--- config.mk ---
export PLATFORM = sky130hd
export DESIGN_NAME = fc2_dot_accumulator
export DESIGN_NICKNAME = d
export VERILOG_FILES = /design/src/rtl/fc2_dot_accumulator.sv
export SDC_FILE = /design/constraint.sdc
export NUM_CORES = 1
export LEC_CHECK = 0
export ABC_AREA = 1
export ABC_CLOCK_PERIOD_IN_PS = 11500
export CORE_MARGIN = 10
export CORE_UTILIZATION = 29
export CTS_BUF_LIST = sky130_fd_sc_hd__clkbuf_4
export DETAILED_ROUTE_END_ITERATION = 8
export HOLD_SLACK_MARGIN = 0.06
export PLACE_DENSITY_LB_ADDON = 0.3
export SLEW_MARGIN = 20
export SYNTH_ARGS = -nofsm -noshare
export SYNTH_HDL_FRONTEND = slang
export SYNTH_SLANG_ARGS = --single-unit
export TNS_END_PERCENT = 5
--- constraint.sdc ---
create_clock -name clk -period 11.5 [get_ports clk]
set_clock_uncertainty 0.2 [all_clocks]
set_input_delay 1.725 -clock clk [delete_from_list [all_inputs] [get_ports clk]]
set_output_delay 1.725 -clock clk [all_outputs]
set_load 0.01 [all_outputs]
--- src/rtl/fc2_dot_accumulator.sv ---
// fc2_dot_accumulator: joins activation and weight beats, reduces their element-wise products
// over IN_DEPTH beats and emits one full-precision signed result on a valid/ready output.
module fc2_dot_accumulator #(
    parameter int DATA_IN_PRECISION_0  = 8,
    parameter int WEIGHT_PRECISION_0   = 8,
    parameter int PARALLELISM          = 4,
    parameter int IN_DEPTH             = 8,
    parameter int DATA_OUT_PRECISION_0 = DATA_IN_PRECISION_0 + WEIGHT_PRECISION_0 + $clog2(PARALLELISM * IN_DEPTH)
) (
    input  logic                                   clk,
    input  logic                                   rst,
    input  logic signed [DATA_IN_PRECISION_0-1:0]  data_in [PARALLELISM-1:0],
    input  logic                                   data_in_valid,
    output logic                                   data_in_ready,
    input  logic signed [WEIGHT_PRECISION_0-1:0]   weight [PARALLELISM-1:0],
    input  logic                                   weight_valid,
    output logic                                   weight_ready,
    output logic signed [DATA_OUT_PRECISION_0-1:0] data_out,
    output logic                                   data_out_valid,
    input  logic                                   data_out_ready
);
    localparam int OW = DATA_OUT_PRECISION_0;
    localparam int CW = $clog2(IN_DEPTH + 1);
    localparam logic [CW-1:0] LAST = CW'(IN_DEPTH - 1);

    logic signed [OW-1:0] acc_q, acc_d, out_q, out_d, beat_sum;
    logic [CW-1:0] cnt_q, cnt_d;
    logic valid_q, valid_d, can_accept, fire, last;

    always_comb begin
        beat_sum = '0;
        for (int i = 0; i < PARALLELISM; i++)
            beat_sum = beat_sum + OW'(data_in[i]) * OW'(weight[i]);
    end

    // Reset counts as an empty output register so the readies never stall on a stale result.
    assign can_accept    = rst || !valid_q || data_out_ready;
    assign data_in_ready = weight_valid && can_accept;
    assign weight_ready  = data_in_valid && can_accept;
    assign fire          = data_in_valid && weight_valid && can_accept;
    assign last          = fire && (cnt_q == LAST);

    always_comb begin
        acc_d   = fire ? (last ? '0 : acc_q + beat_sum) : acc_q;
        cnt_d   = fire ? (last ? '0 : cnt_q + 1'b1) : cnt_q;
        out_d   = last ? acc_q + beat_sum : out_q;
        valid_d = last ? 1'b1 : (data_out_ready ? 1'b0 : valid_q);
    end

    always_ff @(posedge clk) begin
        if (rst) begin
            acc_q   <= '0;
            cnt_q   <= '0;
            out_q   <= '0;
            valid_q <= 1'b0;
        end else begin
            acc_q   <= acc_d;
            cnt_q   <= cnt_d;
            out_q   <= out_d;
            valid_q <= valid_d;
        end
    end

    assign data_out       = out_q;
    assign data_out_valid = valid_q;
endmodule
Fig. 1: run 1, sequential cells colored by netlist name
The bar under the picture is 50 um long. Other sequential cells in the stronger gray, the rest of the logic in the fainter gray.
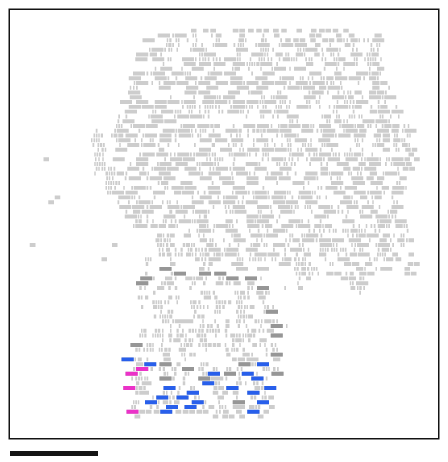
- magenta: `cnt_q` (sequential cells 4)
- blue: `data_out` (sequential cells 21; where south)
register share of the cell area: 5.82%

Fig. 2: run 1, wiring by layer
The bar under the picture is 50 um long.
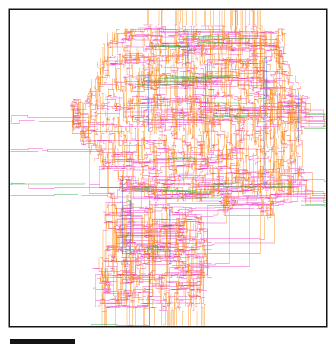
- green: met3 (wire length 1360 um)
- orange: met2 (wire length 18400 um)
- magenta: met1 (wire length 16000 um)
- blue: met4 (wire length 528 um)
Post-Route WL: 36300 um
overall track demand over capacity in global routing: 12.6%

==> writeup.txt, run 1 <==
The flow ran to the end, and the final reports show no timing, DRC or antenna violations. The first global-routing pass estimated 61400 um of wire. The last timing report of the flow puts the setup violation total at 0. The most critical hold endpoint after final layout shows a slack of 0.280 ns.

The filler cells instantiated in the layout total 5327. Pins over their slew limit in the final report were tallied at 0. The tool warning count was 27. The critical path starts at weight[24]. The largest single stage delay on the critical path is 0.70 ns. For this run, design rule violations remaining after detail routing come to 0. The area taken by multi-input logic gates is 11100 sq um.

For the worst-skew pair, the clock arrives at the later sink with an insertion delay of 0.37 ns. STA reports the tightest min-delay check as being of type reg -> reg. Post-route period utilization is reported as 88.2%. Per the layout area report, the combinational fraction of cell area is 69.0%.

The HPWL after detailed placement is 32900 um. Overall die area: 59700 sq um. The growth of design area from synthesis to finish is 10.7%.

For the largest net degree at the start of global routing, the log shows 27. Once iteration 0 of detailed routing completed, the report listed 582 DRC markers. The core area came out at 50000 sq um. Sequential cells were found to cover 6.45% of the synthesized design area.

The floorplan report lists the tap cell count as 672. CTS root buffer: clkbuf_4. In the final layout, excluding clock buffers the buffer count is 93. The run gives 0 as the count of maximum capacitance violations. The worst-case max-slew headroom was logged as 54.3%.

The number of cells on the worst hold path is listed as 2. The launching element type of the critical path was an input port. For the worst min-delay path, the startpoint reported by OpenROAD is data_out[1]. The final antenna-violating net count was 0; the vertical extent of the die was 244 um. OpenSTA lists the critical path endpoint as acc_q[18].

Per the post-synthesis stats, the area per cell is 7.89 sq um. The run gives 47 as the clock sink total. For the via count of the first global-routing pass, the log shows 11800. The top fanout value on the critical path works out to 8. Of all the cell area in the finished design, the clock network holds 0.465%.

Fig. 3: run 1, wire density map
The bar under the picture is 50 um long. 24 x 24 tiles, from dark blue (low) to red (high), scaled to the fullest tile. Values are wire area over tile area, all layers added.
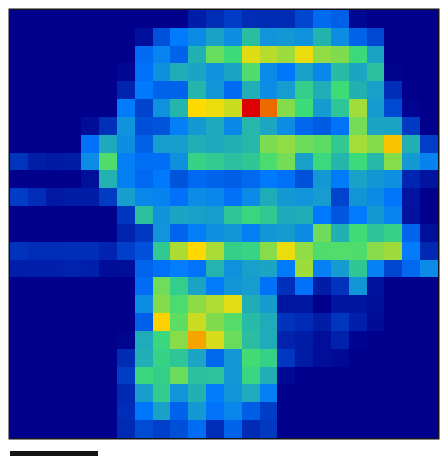
- tiles over half the peak: 10%
- emptiest ninth of the die: south-east
- nearly empty tiles: 35%
- fullest tile: 0.46
- mean over tiles: 0.094
average detailed-routed wire length per instance: 14.2 um
via count: 10800

## run 1: flip-flops by register name (all words and copies together), names as in the netlist
name,count
data_out,21
data_out_valid,1
cnt_q,4
acc_q,21
## run 1: synth_stat cells (all sizes together)
cell type	n	share of area, %
nand2	414	11
xor2	14	0.84
o21a	1	0.051
dfxtp	47	6.4
nand4	6	0.26
a21oi	58	2.0
nand3	65	2.2
a31oi	1	0.043
or2	18	0.77
nor3b	1	0.051
nor4	2	0.086
o21bai	1	0.051
buf	7	0.29
inv	591	15
nand3b	5	0.34
and3	1	0.043
a211oi	1	0.051
and2	1	0.043
nor3	4	0.21
clkbuf	67	1.7
fa	327	45
a21boi	1	0.077
xnor2	7	0.42
nor2	61	1.7
o21ai	22	0.78
a21o	6	0.31
nand2b	1	0.043
ha	121	10
## run 1: kinds of logic after synthesis
kind of cell / share of synthesized area, %
AND-OR/OR-AND: 3.38
XOR/XNOR: 1.26
adder cells (fa/ha/maj): 55.2
buffers and inverters: 17.2
flip-flops: 6.45
AND/OR/NAND/NOR: 16.5
## run 1: critical path: cells and delay by family
family / cells / cell delay, ns
buf+inv: 7 / 1.06
fa+ha+maj: 10 / 4.86
compound gates: 2 / 0.52
xor+xnor: 1 / 0.35
simple gates: 13 / 1.67
## run 1: metrics by stage
stage               area (sq um)  setup slack, ns  util [%]
finish                     16200             1.35      32.3
global route               16200            0.708      32.3
CTS                        16100             1.33      32.3
detailed placement         16100            0.924      32.2
global placement           16100            0.937      32.2
floorplan                  14600             2.30         -
## run 1: per-layer routing
layer / global-route usage, % / vias up / routed length (um)
met5: 0 / - / 0
li1: - / 5267 / -
met4: 2.08 / 0 / 528
met2: 22.1 / 189 / 18400
met1: 16.9 / 5328 / 16000
met3: 0.970 / 28 / 1360
==> inputs of run 2 (changes only) <==
- ABC_CLOCK_PERIOD_IN_PS: 11500 -> 12200
- GPL_TIMING_DRIVEN: unset -> 1
- clock period: 11.5 -> 12.2 ns (I/O delays scaled with it)
Fig. 4: run 2, track usage over the die
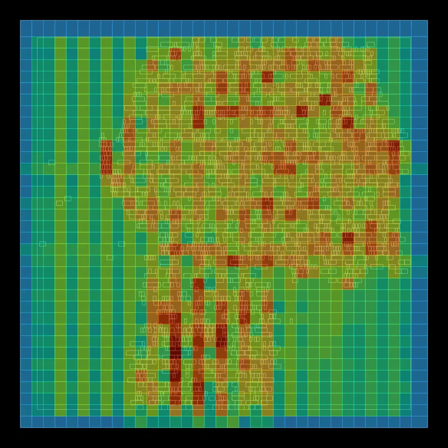
met1 Track Usage GR: 16.7%
Most Used Layer, Global Route: met2

==> writeup.txt, run 2 <==
Entering global routing, the biggest net connects 27 pins. Counting flops with a built-in enable in the synthesized netlist gives 0. The AND-OR/OR-AND share of the synthesized area works out to 3.38%. The run gives 55.2% for the synthesized-area fraction occupied by adder cells.

The logs give 10900 for the count of vias placed by the detailed router and 12.6% for the overall global routing resource usage. The area growth from synthesis to layout is 10.7%. The number of max-slew violations in the final report is 0.

Note, the detailed placer reported a final HPWL of 32700 um. Per the synthesis report, the XOR/XNOR share of the synthesized area is 1.26%. The final layout report lists a filler cell count of 5285.

The largest single stage delay on the critical path is 0.70 ns. Checking max transition, the worst relative margin is 52.6%. For this run, the register share of the synthesized area comes to 6.45%. Ranked by instance count, the synthesized netlist is headed by inv_1 (589), nand2_1 (412), fa_1 (327).

The average wire length per cell after detail routing is 14.2 um, and the count of maximum capacitance violations is 0. At the end of the flow the core is filled with cells to 32.3%. The vertical die dimension reported for this design is 244 um.

The chip occupies 59700 sq um. CTS saw 47 sinks. For reference, simple AND, OR, NAND and NOR cells occupy 16.5% of the area reported after synthesis. Instance area after placement: 16100 sq um. The floorplan report gives the top-level pin count as 93. The routed wire length is 36200 um, and the share of flip-flops with an asynchronous set or reset is 0%.

The most area-hungry cell type in the Yosys netlist was fa_1. For this run, design rule violations remaining after detail routing come to 0. Among the non-sequential cells, adder cells take the most area. The worst hold path cell count works out to 2. The cell with the most instances after synthesis is inv_1.

The tree is rooted in a clkbuf_4. In this run the worst path has a maximum fanout of 8.

For this run, the final setup violation count is recorded as 0. The via count of the first global-routing pass is 11900. The worst setup path is launched from an input port.

The stage logs contain a warning count of 27. The first detailed-routing pass took 5 iterations. The die outline width was 244 um; the post-CTS setup-driven buffer insertion count was 0. OpenROAD reports that the post-layout worst path occupies 84.4% of the period.

Per the OpenROAD floorplan log, the area of the core is 50000 sq um. The tools report the summed area of non-filler cells in the final layout as 16200 sq um. For reference, the mux area share after synthesis is 0%.

The run gives 7.89 sq um for the synthesized area divided by synthesized cell count. The type of destination of the critical path was a flip-flop. On the final layout, the worst hold slack is 0.279 ns. The insertion delay at the late pin of the worst-skew pair was 0.37 ns. The run gives 0 for the final antenna-violating net count.

The commonest register cell is dfxtp_1. The flow ran to the end, and the final reports show no timing, DRC or antenna violations. The global-route wire length before repair came out at 61400 um.

For the worst setup timing slack at the placement stage, the log shows 1.55 ns. The area taken by multi-input combinational cells is reported as 11100 sq um. The most critical min-delay path falls under reg -> reg. By area the synthesized netlist is led by fa_1 (45%), inv_1 (15%), nand2_1 (11%). For the minimum setup slack in the final design, the log shows 1.90 ns.

The run gives 552 as the DRC marker count from the first detailed-route iteration.
run 2: cell counts after synthesis:
No cell type changed its count.
run 2: metal layers:
| metal | global-route usage [%] | up-vias | share of wire [%] |
|---|---|---|---|
| met5 | 0 | - | 0.036 |
| met4 | 1.79 | 2 | 1.3 |
| met3 | 1.13 | 26 | 3.7 |
| met2 | 22.2 | 198 | 51 |
| met1 | 16.7 | 5396 | 44 |
| li1 | - | 5265 | - |
run 2: path summary, 6_finish.rpt:
path	startpoint	end	slack, ns
worst max-delay path	data_in[31]	acc_q[18]	1.90
worst min-delay path	acc_q[9]	acc_q[9]	0.28
worst max register to register	acc_q[0]	data_out[10]	9.48
worst min register to register	acc_q[9]	acc_q[9]	0.28
run 2: worst max-delay path: cells and delay by family:
kind | cells | cell delay [ns]
compound gates | 5 | 0.80
buf+inv | 9 | 1.18
simple gates | 10 | 1.53
fa+ha+maj | 10 | 4.86
xor+xnor | 1 | 0.16
run 2: final cells by class:
type | count | share of cell area [%]
Multi-Input combinational cell | 1139 | 69.0
Inverter | 591 | 13.7
Sequential cell | 47 | 5.82
Timing Repair Buffer | 93 | 5.74
Tap cell | 672 | 5.20
Clock buffer | 5 | 0.232
Clock inverter | 2 | 0.232
Antenna cell | 3 | 0.0465
